## src/rtl/ddr3_sched_pkg.sv

```systemverilog
// ddr3_sched_pkg: shared MIG command codes, scheduler state encoding and the
// ring-pointer wrap rule used by both page pointers.
package ddr3_sched_pkg;

    localparam logic [2:0] APP_CMD_WR = 3'b000;
    localparam logic [2:0] APP_CMD_RD = 3'b001;

    typedef enum logic [1:0] {
        ST_IDLE,
        ST_WR_PAGE,
        ST_RD_PAGE
    } sched_state_e;

    typedef enum logic {
        GRANT_WR,
        GRANT_RD
    } grant_e;

    function automatic logic [31:0] ring_next(input logic [31:0] addr, input logic [31:0] step,
                                              input logic [31:0] span);
        return (addr + step >= span) ? 32'd0 : addr + step;
    endfunction

endpackage

```

## src/rtl/ddr3_ring_ptr.sv

```systemverilog
// ddr3_ring_ptr: beat address register that steps on each accept and wraps at
// the ring span, with a registered one-cycle wrap pulse.
module ddr3_ring_ptr
    import ddr3_sched_pkg::*;
#(
    parameter int ADDR_W    = 28,
    parameter int ADDR_STEP = 8,
    parameter int SPAN      = 524288
) (
    input  logic              sdramclk,
    input  logic              sdram_rst_n,
    input  logic              adv_i,
    output logic [ADDR_W-1:0] addr_o,
    output logic              wrap_o
);

    logic [ADDR_W-1:0] addr_q, addr_d;
    logic              wrap_q;

    always_comb addr_d = ADDR_W'(ring_next(32'(addr_q), 32'(ADDR_STEP), 32'(SPAN)));

    always_ff @(posedge sdramclk or negedge sdram_rst_n) begin
        if (!sdram_rst_n) begin
            addr_q <= '0;
            wrap_q <= 1'b0;
        end else begin
            wrap_q <= adv_i && addr_d == '0;
            if (adv_i) addr_q <= addr_d;
        end
    end

    assign addr_o = addr_q;
    assign wrap_o = wrap_q;

endmodule

```

## src/rtl/ddr3_page_scheduler.sv

```systemverilog
// ddr3_page_scheduler: arbitrates page-sized write and read bursts into MIG app
// commands over a circular DDR3 region, counting stored pages so reads never overtake writes.
module ddr3_page_scheduler
    import ddr3_sched_pkg::*;
#(
    parameter int ADDR_W    = 28,
    parameter int BURST_LEN = 64,
    parameter int ADDR_STEP = 8,
    parameter int NUM_PAGES = 1024,
    parameter int PCNT_W    = 11
) (
    input  logic              sdramclk,
    input  logic              sdram_rst_n,
    input  logic              init_calib_complete,
    input  logic              cmd_pagewrite,
    input  logic              cmd_pageread,
    input  logic [6:0]        wr_fifo_count,
    input  logic [6:0]        rd_fifo_space,
    input  logic              app_rdy,
    input  logic              app_wdf_rdy,
    input  logic              app_rd_data_valid,
    output logic              app_en,
    output logic [2:0]        app_cmd,
    output logic [ADDR_W-1:0] app_addr,
    output logic              app_wdf_wren,
    output logic              app_wdf_end,
    output logic              wr_fifo_rden,
    output logic [PCNT_W-1:0] pages_avail,
    output logic              busy,
    output logic              wr_wrap,
    output logic              rd_wrap
);

    localparam int SPAN = NUM_PAGES * BURST_LEN * ADDR_STEP;

    sched_state_e      state_q;
    grant_e            last_grant_q;
    logic [6:0]        beat_q;
    logic [7:0]        rd_out_q;
    logic [PCNT_W-1:0] pages_q;
    logic [ADDR_W-1:0] wr_addr, rd_addr;
    logic              wr_acc, rd_acc, last_beat, wr_ok, rd_ok, grant_wr;

    always_comb begin
        wr_acc    = state_q == ST_WR_PAGE && app_rdy && app_wdf_rdy;
        rd_acc    = state_q == ST_RD_PAGE && app_rdy;
        last_beat = beat_q == 7'(BURST_LEN - 1);
        wr_ok     = init_calib_complete && cmd_pagewrite && wr_fifo_count >= 7'(BURST_LEN)
                    && pages_q < PCNT_W'(NUM_PAGES);
        rd_ok     = init_calib_complete && cmd_pageread && rd_fifo_space >= 7'(BURST_LEN)
                    && rd_out_q == 8'd0 && pages_q != '0;
        // On a tie the side that did not win last time is served.
        grant_wr  = wr_ok && (!rd_ok || last_grant_q == GRANT_RD);
    end

    always_ff @(posedge sdramclk or negedge sdram_rst_n) begin
        if (!sdram_rst_n) begin
            state_q      <= ST_IDLE;
            last_grant_q <= GRANT_RD;
            beat_q       <= '0;
            pages_q      <= '0;
            rd_out_q     <= '0;
        end else begin
            rd_out_q <= rd_out_q + 8'(rd_acc) - 8'(app_rd_data_valid && rd_out_q != 8'd0);
            case (state_q)
                ST_IDLE: if (wr_ok || rd_ok) begin
                    beat_q       <= '0;
                    state_q      <= grant_wr ? ST_WR_PAGE : ST_RD_PAGE;
                    last_grant_q <= grant_wr ? GRANT_WR : GRANT_RD;
                end
                ST_WR_PAGE: if (wr_acc) begin
                    beat_q <= beat_q + 7'd1;
                    if (last_beat) begin
                        pages_q <= pages_q + PCNT_W'(1);
                        state_q <= ST_IDLE;
                    end
                end
                ST_RD_PAGE: if (rd_acc) begin
                    beat_q <= beat_q + 7'd1;
                    if (last_beat) begin
                        pages_q <= pages_q - PCNT_W'(1);
                        state_q <= ST_IDLE;
                    end
                end
                default: state_q <= ST_IDLE;
            endcase
        end
    end

    ddr3_ring_ptr #(.ADDR_W(ADDR_W), .ADDR_STEP(ADDR_STEP), .SPAN(SPAN)) u_wr_ptr (
        .sdramclk   (sdramclk),
        .sdram_rst_n(sdram_rst_n),
        .adv_i      (wr_acc),
        .addr_o     (wr_addr),
        .wrap_o     (wr_wrap)
    );

    ddr3_ring_ptr #(.ADDR_W(ADDR_W), .ADDR_STEP(ADDR_STEP), .SPAN(SPAN)) u_rd_ptr (
        .sdramclk   (sdramclk),
        .sdram_rst_n(sdram_rst_n),
        .adv_i      (rd_acc),
        .addr_o     (rd_addr),
        .wrap_o     (rd_wrap)
    );

    assign app_en       = state_q != ST_IDLE;
    assign app_cmd      = state_q == ST_RD_PAGE ? APP_CMD_RD : APP_CMD_WR;
    assign app_addr     = state_q == ST_RD_PAGE ? rd_addr : state_q == ST_WR_PAGE ? wr_addr : '0;
    assign app_wdf_wren = state_q == ST_WR_PAGE;
    assign app_wdf_end  = state_q == ST_WR_PAGE;
    assign wr_fifo_rden = wr_acc;
    assign pages_avail  = pages_q;
    assign busy         = state_q != ST_IDLE || rd_out_q != 8'd0;

endmodule
```

## config.mk

```make
export PLATFORM = sky130hd
export DESIGN_NAME = ddr3_page_scheduler
export DESIGN_NICKNAME = d
export VERILOG_FILES = /design/src/rtl/ddr3_sched_pkg.sv /design/src/rtl/ddr3_ring_ptr.sv /design/src/rtl/ddr3_page_scheduler.sv
export SDC_FILE = /design/constraint.sdc
export NUM_CORES = 1
export LEC_CHECK = 0
export CAP_MARGIN = 40
export CORE_MARGIN = 1
export CORE_UTILIZATION = 59
export CTS_CLUSTER_DIAMETER = 60
export CTS_CLUSTER_SIZE = 10
export DETAILED_ROUTE_END_ITERATION = 8
export DONT_BUFFER_PORTS = 1
export PLACE_DENSITY = 0.78
export SLEW_MARGIN = 20
export SYNTH_ARGS = -nofsm -noshare
export SYNTH_HDL_FRONTEND = slang
export SYNTH_SLANG_ARGS = --single-unit
```

## constraint.sdc

```tcl
create_clock -name sdramclk -period 3.9 [get_ports sdramclk]
set_clock_uncertainty 0.2 [all_clocks]
set_input_delay 0.78 -clock sdramclk [delete_from_list [all_inputs] [get_ports sdramclk]]
set_output_delay 0.78 -clock sdramclk [all_outputs]
set_load 0.05 [all_outputs]
```

### Register map, names as in the netlist, run 1

Scale: 3 px per µm.
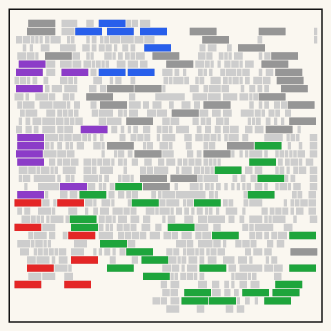
green -> u_wr_ptr.addr_o  # placed flops 28
blue -> beat_q  # placed flops 7
purple -> pages_avail  # placed flops 11
red -> rd_out_q  # placed flops 8, where south-west
not colored = 33

### Layout detail, run 1

Window x 39 to 64, y 19 to 44 µm. Cells in gray, sequential cells in the stronger gray; small squares are vias.
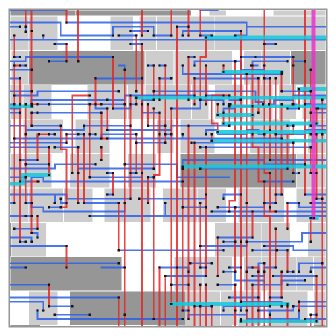
cyan -> M3
magenta -> M4
blue -> M1
red -> M2
netlist names of flops here include = u_wr_ptr.addr_o (4)
sequential cells in the window = 4
most frequent = nand2_1 (5)
cells with their middle in the window = 56

### Pin placement, run 1

Scale: 4 px per µm. Pins as bars across the die edge, other pins in gray.
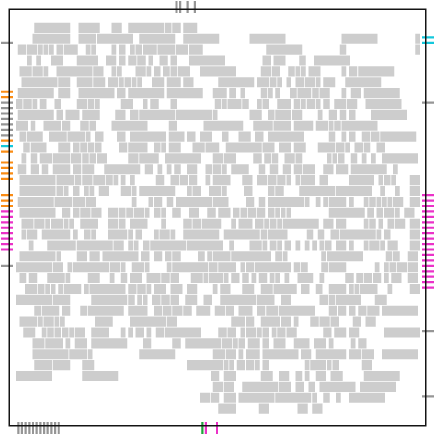
cyan -> app_cmd  # pins 3, direction output, edge 2 east, 1 west
green -> wr_fifo_rden  # pins 1, direction output, edge south
magenta -> app_addr  # pins 28, direction output, edge 18 east, 8 west, 2 south
orange -> pages_avail  # pins 11, direction output, edge west
all pins by edge = 29 west, 23 east, 15 south, 4 north

==> flow_summary_export.csv, run 1 <==
group,metric,value,unit
setup_path,path_cells,"ha_1 > nand4_2 > nor4_1 > mux2_2 > a21oi_1 > buf_4 > a2111oi_4 > nand3_1 > mux2i_1",
logic_synthesis,syn-cell-area,6107,µm²
timing,setup_ws,414.2,ps
drt,num_vias,5436,
die,die_h,103.7,µm
logic_synthesis,ys_chip_area,6107,µm²
layout,mostFrequentLayoutCells,"102 x nand2_1, 86 x dfrtp_1, 40 x buf_4",
timing,final-setup-viol-count,0,
setup_path,critPathCaptureType,"register",
outcome,status,"completed",
layout,diodes,0,
cts,clock_latency,360,ps
cts,cts.sinks,87,
die,die-area,10760,µm²
die,ios,71,
logic_synthesis,synth.distinct_cells,71,
global_route,antenna_found_initial,0,
drt,wire_per_inst,17.61,µm
die,die_x,103.7,µm
logic_synthesis,synthFlopType,"dfrtp_1",
place,io_buffers,0,
setup_path,cp-endpoint,"u_rd_ptr.addr_o[13]",
global_route,grt.total_usage,0.2878,
place,gp_congestion,0.9112,
logic_synthesis,ys_seq_share,0.3567,
place,dp_hpwl,10570,µm
-- run 1: registers in the layout, summed over array words and instances (netlist names) --
register,cells
rd_out_q,8
u_wr_ptr.wrap_o,1
pages_avail,11
u_rd_ptr.addr_o,28
beat_q,7
last_grant_q,1
state_q,2
u_rd_ptr.wrap_o,1
u_wr_ptr.addr_o,28
-- run 1: power groups by stage --
stage                     sequential (W)  clock (W)  combinational, W
after floorplan                  0.00148          0           0.00186
after global placement           0.00155          0           0.00216
after detailed placement         0.00157          0           0.00228
after CTS                        0.00155   0.000590           0.00232
after global routing             0.00158   0.000623           0.00259
final                            0.00156   0.000582           0.00234
-- run 1: per-layer routing --
metal	share of wire	GRT usage	up-vias
met5	0	0	-
met2	0.47	0.4640	216
met4	0.016	0.08980	0
met1	0.44	0.3942	2626
li1	-	-	2570
met3	0.070	0.05286	24
-- run 1: through the flow --
step | instances | util | total power (W)
final | 856 | 0.6619 | 0.004479
after floorplan | 711 | - | 0.003332
after global routing | 856 | 0.6619 | 0.004798
after detailed placement | 838 | 0.6410 | 0.003854
after CTS | 855 | 0.6611 | 0.004459
after global placement | 838 | 0.6410 | 0.003715
-- run 1: worst min path at each step --
stage / slack, ps / cells past startpoint / startpoint / to
finish: 50 / 0 / sdram_rst_n / last_grant_q
global route: 30 / 0 / sdram_rst_n / last_grant_q
CTS: 40 / 0 / sdram_rst_n / last_grant_q
detailed placement: 270 / 2 / last_grant_q / last_grant_q
global placement: 270 / 2 / last_grant_q / last_grant_q
floorplan: 260 / 2 / last_grant_q / last_grant_q
-- run 1: synth_stat cells (17+ instances only) --
library cell and n:
nand2_1 102, dfrtp_1 86, o21ai_0 50, nor2_1 36, inv_1 32, and2_1 30
ha_1 26, clkbuf_1 24, nand3_1 24, a22o_1 22, a21oi_1 21, o31ai_1 21
and3_1 20, nor3_1 17
-- run 1: worst reg2reg max path, stage by stage (launching register included) --
cell and delay [ps]:
dfrtp_1 530, ha_1 370, nand4_2 280, nor4_1 500, mux2_2 270, a21oi_1 60, buf_4 190, a2111oi_4 720
nand3_1 160, mux2i_1 150
-- run 1: cell families after synthesis --
| family | share of synthesized area |
|---|---|
| other | 0.0006140 |
| adder cells (fa/ha/maj) | 0.05982 |
| flip-flops | 0.3567 |
| AND-OR/OR-AND | 0.2088 |
| multiplexers | 0.03073 |
| XOR/XNOR | 0.02582 |
| buffers and inverters | 0.05900 |
| AND/OR/NAND/NOR | 0.2586 |
-- run 1: area by class of cell --
type                       count  area [µm²]
clock inverter                 7       47.55
tap                          133       166.4
sequential                    87        2178
clock buffer                   9       123.9
timing repair buffer          42       335.3
inverter                      32       120.1
multi-input combinational    546        3587
fill                         832        3351
-- run 1: timing repair --
action,CTS,global route
endpoints found under the hold margin,86,0
gates resized,0,0
hold buffers,1,0
--- run 2 (diff from run 1) ---
--- a/config.mk
+++ b/config.mk
@@ -7,7 +7,7 @@
 export LEC_CHECK = 0
 export CAP_MARGIN = 40
 export CORE_MARGIN = 1
-export CORE_UTILIZATION = 59
+export CORE_UTILIZATION = 62
 export CTS_CLUSTER_DIAMETER = 60
 export CTS_CLUSTER_SIZE = 10
 export DETAILED_ROUTE_END_ITERATION = 8
==> constraint.sdc (replaced) <==
create_clock -name sdramclk -period 4.51 [get_ports sdramclk]
set_clock_uncertainty 0.2 [all_clocks]
set_input_delay 0.902 -clock sdramclk [delete_from_list [all_inputs] [get_ports sdramclk]]
set_output_delay 0.902 -clock sdramclk [all_outputs]
set_load 0.05 [all_outputs]
### Register map, names as in the netlist, run 2

Scale: 3 px per µm.
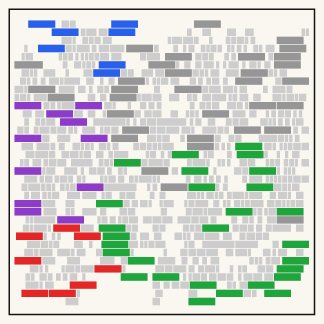
green -> u_wr_ptr.addr_o  # placed flops 28
red -> rd_out_q  # placed flops 8, where south-west
blue -> beat_q  # placed flops 7
purple -> pages_avail  # placed flops 11
not colored = 33
Reg area: 2178 µm²
Seq area share: 0.3315
seq pwr: 0.00134 W
final core utilization: 0.7012

==> flow_summary_export.csv, run 2 <==
group,metric,value,unit
outcome,status,"completed",
setup_path,path_cells,"inv_1 > ha_2 > and2_1 > inv_1 > ha_1 > inv_1 > ha_1 > inv_1 > fa_1 > inv_1 > a21oi_1 > nor2_1 > o21ai_0 > a21oi_1 > nor2_1 > xnor2_1",
logic_synthesis,syn-cell-area,6107,µm²
drt,num_vias,5390,
logic_synthesis,yosys-top-cells-count,"102 x nand2_1, 86 x dfrtp_1, 50 x o21ai_0, 36 x nor2_1, 32 x inv_1",
logic_synthesis,simple_gate_share,0.2586,
place,io_buffers,0,
die,ios,71,
die,die_h,101.3,µm
power,power,0.003987,W
place,gp_congestion,0.9037,
logic_synthesis,synth_area_per_cell,8.602,µm²
die,die-area,10250,µm²
cts,cts_resized,0,
logic_synthesis,yosys-mux-area-fraction,0.03073,
cts,cts_hold_buf,0,
logic_synthesis,top_area_cell,"dfrtp_1",
cts,cts.sinks,87,
layout,n_fill_cell,763,
global_route,grt.total_usage,0.3004,
timing,final-setup-viol-count,0,
logic_synthesis,ys_seq_share,0.3567,
logic_synthesis,synth.distinct_cells,71,
setup_path,critPathCaptureType,"register",
drt,wire_per_inst,17.31,µm
drt,drt_wl_total,14660,µm
layout,comb_area,3587,µm²
layout,diodes,0,
global_route,antenna_found_initial,0,
logic_synthesis,ys_sh_xor,0.02581,
logic_synthesis,most_common_cell,"nand2_1",
place,dp_hpwl,10470,µm
cts,cts_tree,"done",
logic_synthesis,ys_chip_area,6107,µm²
logic_synthesis,logic_family,"simple AND/OR/NAND/NOR gates",
logic_synthesis,adder_share,0.05982,
logic_synthesis,synthFlopType,"dfrtp_1",
==> run 2: cell count changes in the layout (fill, tap and decap cells not counted), sizes merged <==
cell	change
buf	-4
bufinv	+3
clkinv	-3
inv	-2
clkbuf	+1
==> run 2: final cells by class <==
type / instances / area share
multi-input cells: 546 / 0.5459
clock buffers: 11 / 0.02152
repair buffers: 37 / 0.04227
flip-flops and latches: 87 / 0.3315
clock inverters: 5 / 0.01599
well taps: 129 / 0.02456
inverters: 32 / 0.01828
==> run 2: kinds of logic (layout without fill, tap and decap cells) <==
logic type	Yosys count	in the layout
muxes	18	18
and+or+nand+nor	298	298
buffers and inverters	78	85
other	1	2
DFF	87	87
AOI/OAI and AO/OA	182	182
adders and majority gates	28	28
xor gates and xnor gates	18	18
==> run 2: worst max-delay path by stage <==
stage | cells after the start | slack, ps | startpoint | to
2_1_floorplan | 19 | 480 | state_q[0] | rd_out_q[6]
3_3_place_gp | 16 | 1010 | state_q[0] | rd_out_q[6]
3_5_place_dp | 16 | 910 | state_q[0] | rd_out_q[6]
4_1_cts | 16 | 880 | state_q[0] | rd_out_q[6]
5_1_grt | 16 | 610 | state_q[0] | rd_out_q[6]
6_report | 16 | 870 | state_q[0] | rd_out_q[6]
==> run 2: per-stage QoR <==
stage / instances / util / instance area, µm² / hold slack, ps / setup slack (ps)
CTS: 847 / 0.7012 / 6571 / 13.77 / 883.5
global placement: 817 / 0.6637 / 6220 / 270.6 / 1006
detailed placement: 831 / 0.6749 / 6325 / 287.1 / 906.9
floorplan: 711 / - / 6111 / 258.1 / 480.7
global route: 847 / 0.7012 / 6571 / 0.6666 / 613.9
finish: 847 / 0.7012 / 6571 / 24.92 / 872.8
==> run 2: report_power, final <==
group | switching (W) | total [W] | internal [W] | leakage [nW]
logic | 0.00121 | 0.00197 | 0.000760 | 1.64
registers | 0.000389 | 0.00134 | 0.000954 | 1.12
clock network | 0.000293 | 0.000676 | 0.000384 | 0.116
==> run 2: worst reg2reg max path, stage by stage, from the launching register on <==
cell and delay, ps:
dfrtp_1 410, inv_1 90, ha_2 470, and2_1 470
inv_1 180, ha_1 320, inv_1 60, ha_1 150
inv_1 50, fa_1 400, inv_1 90, a21oi_1 60
nor2_1 120, o21ai_0 90, a21oi_1 170, nor2_1 70
xnor2_1 120
==> run 2: per-layer routing <==
layer	vias up	GRT usage	share of wire
met2	234	0.5102	0.49
met5	-	0	0
met3	29	0.05866	0.082
met1	2562	0.3799	0.41
met4	0	0.1137	0.021
li1	2565	-	-
Power and IR drop assume default switching activity.
